`config.mk`:
```
export PLATFORM = sky130hd
export DESIGN_NAME = fetch_unit
export DESIGN_NICKNAME = d
export VERILOG_FILES = /design/src/rtl/fetch_pkg.sv /design/src/rtl/fetch_queue.sv /design/src/rtl/fetch_unit.sv
export SDC_FILE = /design/constraint.sdc
export NUM_CORES = 1
export LEC_CHECK = 0
export CORE_MARGIN = 3
export CORE_UTILIZATION = 53
export DETAILED_ROUTE_END_ITERATION = 10
export GPL_ROUTABILITY_DRIVEN = 0
export PLACE_DENSITY_LB_ADDON = 0.2
export SETUP_SLACK_MARGIN = 0.2
export SKIP_CTS_REPAIR_TIMING = 1
export SYNTH_ARGS = -nofsm -noshare
export SYNTH_HDL_FRONTEND = slang
export SYNTH_HIERARCHICAL = 1
export SYNTH_SLANG_ARGS = --single-unit
```
`constraint.sdc`:
```
create_clock -name clk -period 3.89 [get_ports clk]
set_input_delay 0.778 -clock clk [delete_from_list [all_inputs] [get_ports clk]]
set_output_delay 0.778 -clock clk [all_outputs]
set_load 0.05 [all_outputs]
```
`src/rtl/fetch_pkg.sv`:
```
// Shared types and constants for the instruction fetch front end.
// Latency: n/a (types only).
// Backpressure: n/a (types only).
package fetch_pkg;

  localparam int FETCH_QDEPTH = 2;
  localparam int INSTR_BYTES  = 4;

  typedef enum logic [1:0] {
    IDLE,
    RUN,
    FAULT
  } fetch_state_t;

  typedef struct packed {
    logic [31:0] pc;
    logic [31:0] instr;
  } fetch_entry_t;

endpackage

```
`src/rtl/fetch_queue.sv`:
```
// Two-entry FIFO of fetched {pc, instr} entries sitting between imem and decode.
// Latency: a pushed entry is visible at head the cycle after the push.
// Backpressure: none internally; the fetch unit's credit rule keeps push off when full.
// Ports: clk, rst_n, flush (drops all entries, beats push), push/push_entry,
//        pop, head (oldest entry), count (entries held, 0..2).
module fetch_queue
  import fetch_pkg::*;
(
  input  logic         clk,
  input  logic         rst_n,
  input  logic         flush,
  input  logic         push,
  input  fetch_entry_t push_entry,
  input  logic         pop,
  output fetch_entry_t head,
  output logic [1:0]   count
);

  fetch_entry_t mem [FETCH_QDEPTH];
  logic         wr_ptr;
  logic         rd_ptr;
  logic [1:0]   count_q;

  always_ff @(posedge clk or negedge rst_n) begin
    if (!rst_n) begin
      for (int i = 0; i < FETCH_QDEPTH; i++) mem[i] <= '0;
      wr_ptr  <= 1'b0;
      rd_ptr  <= 1'b0;
      count_q <= 2'd0;
    end else if (flush) begin
      wr_ptr  <= 1'b0;
      rd_ptr  <= 1'b0;
      count_q <= 2'd0;
    end else begin
      if (push) begin
        mem[wr_ptr] <= push_entry;
        wr_ptr      <= ~wr_ptr;
      end
      if (pop) rd_ptr <= ~rd_ptr;
      count_q <= count_q + 2'(push) - 2'(pop);
    end
  end

  assign head  = mem[rd_ptr];
  assign count = count_q;

endmodule

```
`src/rtl/fetch_unit.sv`:
```
// Instruction fetch front end: owns the PC, issues imem reads, queues returned words for decode.
// Latency: request in N, imem data in N+1, out_valid in N+2; redirect target valid in N+3.
// Backpressure: issues only while queued + in-flight words leave a free slot; out_ready low stalls fetch.
// Ports: clk, rst_n; imem_addr/imem_req/imem_rdata (synchronous-read memory);
//        redirect_valid/redirect_pc (from execute); out_valid/out_ready/out_instr/out_pc
//        (to decode); fault (misaligned redirect seen).
// Build option: FETCH_ALIGN_CHECK_EN -- when defined a misaligned redirect parks the
//        unit in FAULT until reset; otherwise the low two target bits are dropped.
module fetch_unit
  import fetch_pkg::*;
#(
  parameter logic [31:0] RESET_PC = 32'h0000_0000,
  parameter int          QDEPTH   = 2
) (
  input  logic        clk,
  input  logic        rst_n,
  output logic [31:0] imem_addr,
  output logic        imem_req,
  input  logic [31:0] imem_rdata,
  input  logic        redirect_valid,
  input  logic [31:0] redirect_pc,
  output logic        out_valid,
  input  logic        out_ready,
  output logic [31:0] out_instr,
  output logic [31:0] out_pc,
  output logic        fault
);

  fetch_state_t state;
  logic [31:0]  pc_q;
  logic [31:0]  req_pc_q;
  logic         inflight_q;

  fetch_entry_t head;
  fetch_entry_t push_entry;
  logic [1:0]   count;
  logic [2:0]   occ;
  logic         pop;
  logic         push;
  logic         redir;
  logic         misaligned;
  logic [31:0]  redir_target;
  logic         issue;

  always_comb begin
    pop   = out_valid && out_ready;
    redir = (state == RUN) && redirect_valid;
`ifdef FETCH_ALIGN_CHECK_EN
    misaligned   = (redirect_pc[1:0] != 2'b00);
    redir_target = redirect_pc;
`else
    misaligned   = 1'b0;
    redir_target = redirect_pc & 32'hFFFF_FFFC;
`endif
    // Slots already spoken for: queued words plus the response due next
    // cycle, less the word decode takes this cycle.
    occ   = {1'b0, count} + {2'b00, inflight_q} - {2'b00, pop};
    issue = (state == RUN) && !redir && (occ < 3'(QDEPTH));
    // Redirect blocks the push, and since it also blocks issue there is
    // never a response arriving in the cycle after a redirect.
    push  = (state == RUN) && inflight_q && !redir;
    push_entry = '{pc: req_pc_q, instr: imem_rdata};
  end

  always_ff @(posedge clk or negedge rst_n) begin
    if (!rst_n) begin
      state      <= IDLE;
      pc_q       <= RESET_PC;
      req_pc_q   <= 32'h0;
      inflight_q <= 1'b0;
    end else begin
      inflight_q <= issue;
      if (issue) req_pc_q <= pc_q;
      case (state)
        IDLE: state <= RUN;
        RUN: begin
          if (redir) begin
            if (misaligned) state <= FAULT;
            else            pc_q  <= redir_target;
          end else if (issue) begin
            pc_q <= pc_q + 32'(INSTR_BYTES);
          end
        end
        FAULT:   state <= FAULT;
        default: state <= IDLE;
      endcase
    end
  end

  fetch_queue u_queue (
    .clk        (clk),
    .rst_n      (rst_n),
    .flush      (redir),
    .push       (push),
    .push_entry (push_entry),
    .pop        (pop),
    .head       (head),
    .count      (count)
  );

  assign imem_addr = pc_q;
  assign imem_req  = issue;
  assign out_valid = (count != 2'd0);
  assign out_instr = head.instr;
  assign out_pc    = head.pc;
`ifdef FETCH_ALIGN_CHECK_EN
  assign fault = (state == FAULT);
`else
  assign fault = 1'b0;
`endif

endmodule

```
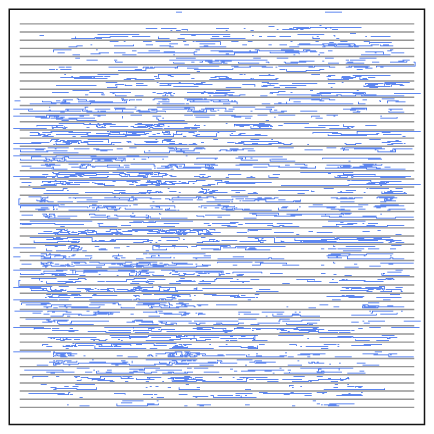
(run_1/layer_met1.png)
Scale: 3 px per um. Supply wires on this layer in grey.
wire length on this layer	8,600 um
share of all routed wire	43%
nets with wire on the layer	816
main direction	horizontal
Via Count: 5,819
GRT met1 Usage: 28.2%

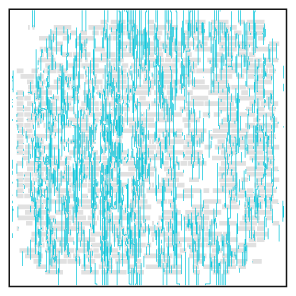
(run_1/layer_met2.png)
Scale: 2 px per um. Cells faint in the background.
wire length on this layer	9,900 um
share of all routed wire	49%
main direction	vertical
longest straight run	55.9 um
final WL: 20,100 um
met2 usage: 35.9%

==> out/results.tsv, run 1 <==
metric	value	unit
die_w	138	um
regArea	0.00488	mm2
drc	0	
area_growth	25.0	%
ys.flops	195	
tns	0	ns
avgSynthCellArea	13.3	um2
p_leak	0.00523	uW
grt_pass1_wl	32200	um
required	3.11	ns
min_period	3.62	ns
cts_inserted_buffers	17	
flop_cell	dfrtp_1	
yosys_cells	692	
reg2regPathDepth	12	
cp-end-kind	output pin	
dp_hpwl	13300	um
vdd_ir_drop_max	0.539	mV
warning_count	28	
r2r_slack	0.62	ns
htreeDepth	4	
hold_path_class	in -> async	
arrival	2.84	ns
synth-warning-count	6	
synthCells	692	
final_cell_mix	dfrtp_1 (193), clkdlybuf4s50_1 (159), mux2_2 (122)	
async_reset_ff_share	100	%
setup_viol	0	
skew	0.0106	ns
status	completed	
first_pass_iters	4	
num_rows	47	
synth_top_cell_by_area	dfrtp_1	
worstSetupStartpointType	primary input	
die_h	138	um
dpl-instance-area	0.0109	mm2
ys_top_cells_by_area	dfrtp_1 (53%), mux2_2 (15%), mux2_4 (11%), nand2_1 (4.4%), buf_12 (2.6%)	
slew_violations	0	
power_density	900	mW/mm2
max_slew_margin	48.8	%
coreArea	0.0168	mm2
boundaryPins	167	
port_buffers	161	
drtIter0Drc	308	
hold_viol	0	
timing.rr.start	u_queue/count[0]	
edf_count	0	
wl_per_cell	18.5	um
clock-sinks	195	
drtAntennaViolNets	0	
clockRootBuffer	clkbuf_16	
initial_core_util	54.8	%
cts_tree	yes	
cap_viol_max_count	0	
drive_gt1_share	30.7	%
fin_util	68.5	%
grt_usage	21.6	%
antenna_cells	0	
ys_types	51	
comb_area	0.00393	mm2
grt_start_max_net_pins	92	
grt_overflow	0	
clk_latency	0.43	ns
num-nets-final	929	
ys_seq_share	52.9	%
die_area	0.0190	mm2
yosys-stat-area	0.00922	mm2
worstPathMaxFanout	3	
antenna_found_initial	0	
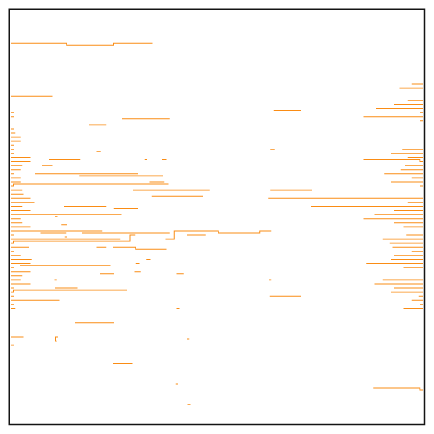
(run_1/layer_met3.png)
Scale: 3 px per um.
longest straight run	51.5 um
share of all routed wire	6.4%
wire length on this layer	1,290 um
nets with wire on the layer	117
main direction	horizontal
met3 usage: 5.30%

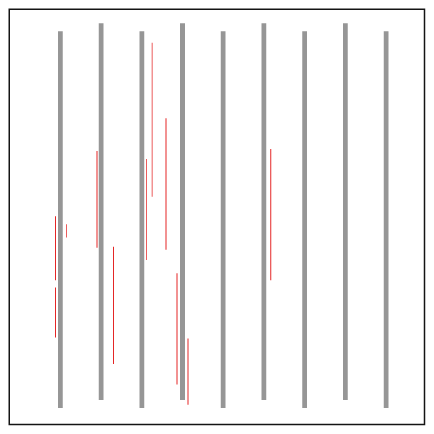
(run_1/layer_met4.png)
Scale: 3 px per um. Supply wires on this layer in grey.
longest straight run	51.0 um
share of all routed wire	1.7%
wire length on this layer	342 um
nets with wire on the layer	9
main direction	vertical

==> run 1: cells by family after synthesis <==
kind of cell             after synthesis  synth area share [%]
AND/OR/NAND/NOR                      181                  10.0
multiplexers                         193                  26.4
other                                  1                0.0407
flip-flops                           195                  52.9
XOR/XNOR                              27                  2.71
AND-OR/OR-AND                         37                  2.31
adder cells (fa/ha/maj)                5                 0.760
buffers and inverters                 53                  4.86
==> run 1: report_power, final <==
part,switching [uW],internal [uW]
clock,809,967
combinational,3010,2230
sequential,518,2840
total,4340,6030
==> run 1: worst max path at each step <==
stage               cells after the start             start       end  slack [ns]
finish                                  9         out_ready  imem_req        0.27
global route                            9  u_queue/count[0]  imem_req        0.20
CTS                                     9  u_queue/count[1]  imem_req         0.1
detailed placement                      9         out_ready  imem_req        0.12
global placement                        9         out_ready  imem_req        0.13
floorplan                              10  u_queue/count[1]  imem_req        0.29
==> run 1: state kept, by name (all words and copies together) (netlist names) <==
signal	flops
inflight_q	1
req_pc_q	30
u_queue/mem	128
state	2
u_queue/count	2
u_queue/wr_ptr	1
imem_addr	30
u_queue/rd_ptr	1
==> run 1: per-stage QoR <==
step	hold WS (ns)	power, uW	setup WS, ns	cells
after detailed placement	0.459	8620	0.116	1055
after floorplan	0.424	7010	0.292	698
after CTS	0.431	10400	0.0984	1087
after global routing	0.448	10900	0.203	1089
after global placement	0.440	8470	0.134	1055
final	0.404	10400	0.274	1089
==> run 1: worst max-delay path, stage by stage <==
cell             delay, ns
clkdlybuf4s50_1       0.46
and2_4                0.16
ha_1                  0.22
nand2b_1              0.15
fa_1                  0.47
and4bb_2              0.27
nand2_2               0.10
inv_4                 0.10
buf_12                0.13
==> run 1: cell type report <==
class                   instances  area share (%)
clock buffers                  17            3.69
clock inverters                15            1.47
inverters                      13           0.445
multi-input cells             450            34.1
flip-flops and latches        195            42.3
well taps                     220            2.39
repair buffers                179            15.6
==> run 1: cells in the mapped netlist (2+ instances only) <==
master      n
dfrtp_1   195
mux2_2    122
nand2_1   107
mux2_4     70
xnor2_1    23
nor2_1     18
o21ai_0    16
buf_12     12
inv_1      12
buf_2      10
nand3_1    10
o21ai_1    10
clkbuf_1    8
nand4_1     7
nor4_2      7
nor3_1      5
buf_6       4
ha_1        4
a21oi_1     3
and4_1      3
buf_1       3
buf_4       3
nor4_1      3
xor2_1      3
and2_1      2
and3_1      2
nand2b_1    2
nand3_4     2
nor4b_2     2
o211ai_1    2
or3_1       2
==> run 1: metal layers <==
metal  wire length (um)  part of all wire, %  global-route usage (%)
met5                  0                    0                       0
met1               8600                   43                    28.2
met2               9900                   49                    35.9
met4                342                  1.7                    7.03
met3               1290                  6.4                    5.30
==> run_1/placement.png <==
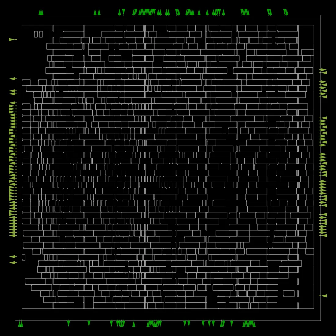

==> run 1 -> run 2 <==
CORE_ASPECT_RATIO = 1.75   (was default)
PLACE_DENSITY_LB_ADDON = 0.05   (was 0.2)
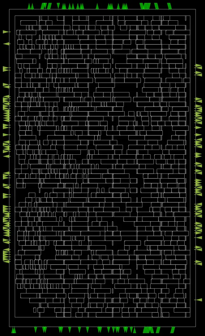
(run_2/placement.png)
row count: 63
Seq area share: 42.1%
Core ar.: 0.0170 mm2
num sequential: 195

==> run 2 against run 1 <==
Core utilization down 0.51 points. Worst setup slack better by 0.026 ns. Clock skew down 0.0038 ns. Power up 0.59%. Cell area up 0.48%. Critical path type unchanged.
==> out/results.tsv, run 2 <==
metric	value	unit	change
max_slew_margin	40.3	%	-8.5 points
synth-simple-area-share	10.0	%	unchanged
ys.flops	195		unchanged
first_pass_iters	4		unchanged
drtAntennaViolNets	0		unchanged
worstSetupStartpointType	primary input		
cap_viol_max_count	0		unchanged
power_density	901	mW/mm2	+0.11%
mappedNetlistArea	0.00922	mm2	
synthCells	692		unchanged
synth-warning-count	6		unchanged
yosys-stat-area	0.00922	mm2	unchanged
synth_top_cell_by_area	dfrtp_1		
final_cell_mix	dfrtp_1 (193), clkdlybuf4s50_1 (159), mux2_2 (122)		
cts_tree	yes		
p_leak	0.00525	uW	+0.49%
edf_count	0		unchanged
required	3.11	ns	about the same
htreeDepth	4		unchanged
hold_path_class	in -> async		
ys_sh_aoi	2.31	%	unchanged
setup_viol	0		unchanged
timing.final.ws_setup	0.300	ns	+0.0261 ns
num-nets-final	933		+0.43%
largest_reg_flops	128		unchanged
die_w	106	um	-23%
hold_viol	0		unchanged
vdd_ir_drop_max	0.414	mV	-23%
antenna_found_initial	0		unchanged
async_reset_ff_share	100	%	unchanged
place_inst	1063		+0.76%
clock-sinks	195		unchanged
dpl_worst_slack	0.147	ns	+0.0309 ns
layout_top_cell	dfrtp_1		
yosys_cells	692		unchanged
drtIter0Drc	218		-29%
worstPathMaxFanout	3		unchanged
grt_overflow	0		unchanged
grt_usage	21.5	%	-0.16 points
most_common_cell	dfrtp_1		
synth_xor_xnor_area_share	2.71	%	unchanged
skew	0.00682	ns	-0.00382 ns
reg2regPathDepth	13		+1
ys_top_cells_by_area	dfrtp_1 (53%), mux2_2 (15%), mux2_4 (11%), nand2_1 (4.4%), buf_12 (2.6%)		
cts_inserted_buffers	17		unchanged
drive_gt1_share	30.6	%	-0.11 points
flop_cell	dfrtp_1		
port_buffers	161		unchanged
die_h	180	um	+31%
antenna_cells	0		unchanged
worst-setup-path-type	in -> out		
dp_hpwl	13300	um	-0.37%
synthTopLogicFamily	multiplexers		
r2r_slack	0.71	ns	+0.09 ns
grt_start_max_net_pins	94		+2.2%
adder_share	0.760	%	unchanged
arrival	2.81	ns	-0.03 ns
timing.rr.start	u_queue/count[1]		
r2r-end	imem_addr[5]		
tns	0	ns	unchanged
status	completed		
clk_latency	0.43	ns	about the same
critPathLaunch	out_ready		
dpl-instance-area	0.0109	mm2	+0.26%
ys_types	51		unchanged
mux_share	26.4	%	unchanged
cts.path.max_buffers	2		
slew_violations	0		unchanged
warning_count	28		unchanged
initial_core_util	54.2	%	-0.67 points
fin_area	0.0116	mm2	
cp-end-kind	output pin		
area_growth	25.6	%	
finish.cell_count_without_fillers	1099		+0.92%
wl_per_cell	17.8	um	-3.6%
ys_seq_share	52.9	%	unchanged
die_area	0.0191	mm2	+0.33%
top_register	u_queue/mem		
drc	0		unchanged
top_cells_by_count	dfrtp_1 (195), mux2_2 (122), nand2_1 (107)		
avgSynthCellArea	13.3	um2	unchanged
boundaryPins	167		unchanged
min_period	3.59	ns	-0.0261 ns
clockRootBuffer	clkbuf_16		
grt_pass1_wl	32900	um	+2.2%
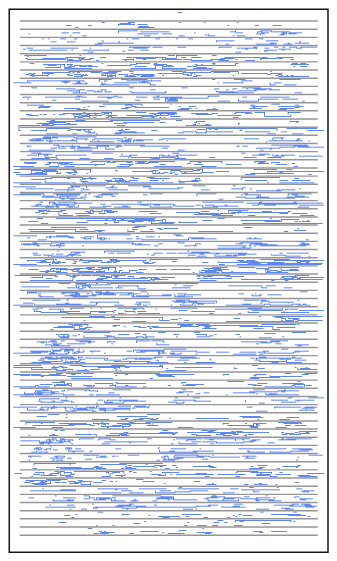
(run_2/layer_met1.png)
Scale: 3 px per um. Supply wires on this layer in grey.
main direction	horizontal
wire length on this layer	8,190 um
nets with wire on the layer	837
share of all routed wire	42%
longest straight run	33.6 um
final WL: 19,600 um
Via Count: 5,863
GRT met1 Usage: 26.6%

## run 2: cell counts after synthesis
Identical to the previous run, type by type.
## run 2: per-layer routing
layer  GRT usage (%)  vias to the layer above  share of wire, %
li1                -                     2717                 -
met1            26.6                     2950                42
met2            37.2                      166                51
met3            4.34                       30               4.5
met4            7.52                        0               2.2
met5               0                        -                 0
## run 2: worst max path at each step
stage          slack, ns  cells past startpoint        to
6_report            0.30                      9  imem_req
5_1_grt             0.21                      9  imem_req
3_5_place_dp        0.15                      9  imem_req
2_1_floorplan       0.29                     10  imem_req
4_1_cts             0.09                      9  imem_req
3_3_place_gp        0.14                      9  imem_req
## run 2: through the flow
step / utilization [%] / hold slack [ns] / total power, uW
2_1_floorplan: - / 0.424 / 7010
3_3_place_gp: 64.2 / 0.443 / 8490
3_5_place_dp: 64.2 / 0.461 / 8640
4_1_cts: 67.8 / 0.411 / 10500
5_1_grt: 68.0 / 0.428 / 11000
6_report: 68.0 / 0.383 / 10400
## run 2: worst max-delay path: stages
cell and delay [ns]:
clkdlybuf4s50_1 0.45, and2_1 0.14, ha_1 0.22, nand2b_1 0.15, fa_1 0.48, and4bb_2 0.25
nand2_2 0.09, inv_4 0.10, buf_12 0.13
## run 2: layout make-up
class	instances	area [um2]	area share [%]
clock inverter	11	154	1.33
timing repair buffer	183	1840	15.9
tap	227	284	2.45
sequential	195	4880	42.1
multi-input combinational	450	3930	33.9
inverter	13	51.3	0.443
clock buffer	20	447	3.86
## run 2: kinds of logic (layout without fill, tap and decap cells)
| logic type | after synthesis | in the layout |
|---|---|---|
| flip-flops | 195 | 195 |
| other | 1 | 7 |
| AND/OR/NAND/NOR | 181 | 181 |
| buffers and inverters | 53 | 227 |
| AND-OR/OR-AND | 37 | 37 |
| XOR/XNOR | 27 | 27 |
| multiplexers | 193 | 193 |
| adder cells (fa/ha/maj) | 5 | 5 |
## run 2: where the power goes
part	switching, uW	total, uW	internal (uW)
combinational	2990	5270	2280
clock	748	1780	1030
sequential	543	3380	2840
==> run_2/layer_met3.png <==
Scale: 3 px per um.
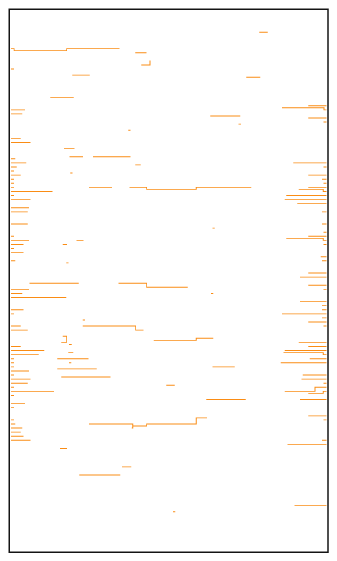

==> run 2 -> run 3 <==
CORE_UTILIZATION = 45   (was 53)
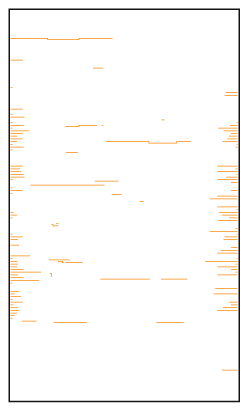
(run_3/layer_met3.png)
Scale: 2 px per um.
share of all routed wire	4.0%
main direction	horizontal
wire length on this layer	792 um
final WL: 20,000 um
met3 usage: 3.19%
Via Count: 5,786

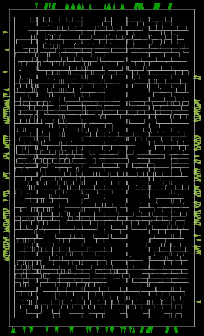
(run_3/placement.png)
Seq area share: 42.1%
tally of non-filler cells in the final layout: 1,112
tapcell count: 245
Fillers: 1,675
row count: 68

==> run 3 against run 2 <==
Clock-buffer cell count decreased by 3. Synthesized area unchanged. Flip-flop count unchanged. First-iteration DRC count increased by 52%. Sequential share of layout area about the same. Die area increased by 17%. Global-route usage decreased by 2.8 points. Highest routed layer unchanged.
==> out/results.tsv, run 3 <==
metric	value	unit	change
clk_latency	0.43	ns	about the same
cts.path.max_buffers	2		unchanged
dpl-instance-area	0.0110	mm2	+0.18%
drc	0		unchanged
synth-warning-count	6		unchanged
drive_gt1_share	30.7	%	+0.061 points
grt_overflow	0		unchanged
worstPathMaxFanout	4		+1
hold_path_class	in -> async		
grt_start_max_net_pins	96		+2.1%
max_slew_margin	45.8	%	+5.5 points
synth_top_cell_by_area	dfrtp_1		
die_area	0.0223	mm2	+17%
cp-end-kind	output pin		
antenna_cells	0		unchanged
grt_usage	18.6	%	-2.8 points
drtAntennaViolNets	0		unchanged
port_buffers	161		unchanged
cpMaxStageDelayCell	fa_1		
boundaryPins	167		unchanged
top_cells_by_count	dfrtp_1 (195), mux2_2 (122), nand2_1 (107)		
die_h	195	um	+8.2%
ys_top_cells_by_area	dfrtp_1 (53%), mux2_2 (15%), mux2_4 (11%), nand2_1 (4.4%), buf_12 (2.6%)		
fin_area	0.0116	mm2	about the same
grt_pass1_wl	33300	um	+1.2%
top_register	u_queue/mem		
power_density	894	mW/mm2	-0.79%
min_period	3.58	ns	-0.00835 ns
layout_top_cell	dfrtp_1		
first_pass_iters	4		unchanged
num-nets-final	927		-0.64%
status	completed		
antenna_found_initial	0		unchanged
required	3.11	ns	about the same
arrival	2.80	ns	about the same
cpPeakStageDelay	0.47	ns	about the same
yosys_cells	692		unchanged
p_leak	0.00525	uW	about the same
crit_path_cell_trace	or2_4 > and2_4 > ha_1 > nand2b_4 > fa_1 > and4bb_2 > nand2_2 > inv_4 > buf_12		
area_growth	25.6	%	about the same
ys_seq_share	52.9	%	unchanged
cts_inserted_buffers	17		unchanged
final_cell_mix	dfrtp_1 (193), clkdlybuf4s50_1 (158), mux2_2 (122)		
coreArea	0.0199	mm2	+17%
synthCells	692		unchanged
worst-setup-path-type	reg -> out		
vdd_ir_drop_max	0.567	mV	+37%
flop_cell	dfrtp_1		
slew_violations	0		unchanged
comb_area	0.00394	mm2	+0.32%
die_w	114	um	+8.0%
tns	0	ns	unchanged
hold_viol	0		unchanged
htreeDepth	4		unchanged
ys.flops	195		unchanged
setup_viol	0		unchanged
dp_hpwl	13500	um	+1.8%
cts_tree	yes		
largest_reg_flops	128		unchanged
mappedNetlistArea	0.00922	mm2	unchanged
skew	0.00970	ns	+0.00289 ns
drtIter0Drc	332		+52%
async_reset_ff_share	100	%	unchanged
-- run 3: cell count changes in the layout (fill, tap and decap cells not counted), moves of 2 or more --
| cell | before | now |
|---|---|---|
| clkinv_4 | 3 | 6 |
| clkbuf_1 | 2 | 0 |
| buf_4 | 18 | 11 |
| inv_6 | 2 | 4 |
-- run 3: kinds of logic (layout without fill, tap and decap cells) --
group / Yosys count / after routing / share of synthesized area (%)
AOI/OAI and AO/OA: 37 / 37 / 2.31
xor gates and xnor gates: 27 / 27 / 2.71
adders and majority gates: 5 / 5 / 0.760
buffers and inverters: 53 / 222 / 4.86
DFF: 195 / 195 / 52.9
muxes: 193 / 193 / 26.4
other: 1 / 7 / 0.0407
and+or+nand+nor: 181 / 181 / 10.0
-- run 3: stage by stage --
step | cells | total power, uW | hold WS [ns] | util (%) | worst slack [ns]
finish | 1112 | 10400 | 0.415 | 58.2 | 0.309
global route | 1112 | 10900 | 0.480 | 58.2 | 0.196
CTS | 1111 | 10500 | 0.448 | 58.0 | 0.0318
detailed placement | 1079 | 8640 | 0.452 | 55.0 | 0.101
global placement | 1079 | 8510 | 0.454 | 55.0 | 0.131
floorplan | 698 | 7010 | 0.424 | - | 0.292
-- run 3: final cells by class --
class	count	area share, %
Sequential cell	195	42.1
Multi-Input combinational cell	450	34.0
Timing Repair Buffer	177	15.6
Clock buffer	17	3.67
Tap cell	245	2.65
Clock inverter	15	1.48
Inverter	13	0.443
-- run 3: path summary, 6_finish.rpt --
path	start	slack, ns	to	cells past startpoint
max	u_queue/count[1]	0.31	imem_req	9
min	rst_n	0.41	u_queue/mem[74]	1
max reg2reg	u_queue/count[1]	0.81	imem_addr[6]	12
min reg2reg	state[0]	0.46	state[1]	1
max in group asynchronous	rst_n	2.53	u_queue/mem[103]	2
min in group clk	state[0]	0.46	state[1]	1
-- run 3: worst max-delay path: cells and delay by family, from the launching register on --
family / cells / cell delay [ns]
flip-flops: 1 / 0.45
buffers and inverters: 2 / 0.22
AND/OR/NAND/NOR: 5 / 0.95
adder cells (fa/ha/maj): 2 / 0.75
-- run 3: layer usage --
| layer | global-route usage, % | up-vias | share of wire [%] |
|---|---|---|---|
| li1 | - | 2710 | - |
| met1 | 24.5 | 2920 | 44 |
| met2 | 31.4 | 144 | 51 |
| met3 | 3.19 | 12 | 4.0 |
| met4 | 5.55 | 0 | 0.99 |
| met5 | 0 | - | 0 |
-- run 3: power by group --
part / leakage (uW) / switching, uW / total [uW] / internal (uW)
Sequential: 0.00246 / 543 / 3380 / 2840
Clock: 0.000291 / 803 / 1770 / 965
Combinational: 0.00250 / 2960 / 5210 / 2240
Power is estimated from default activity; no workload was simulated.
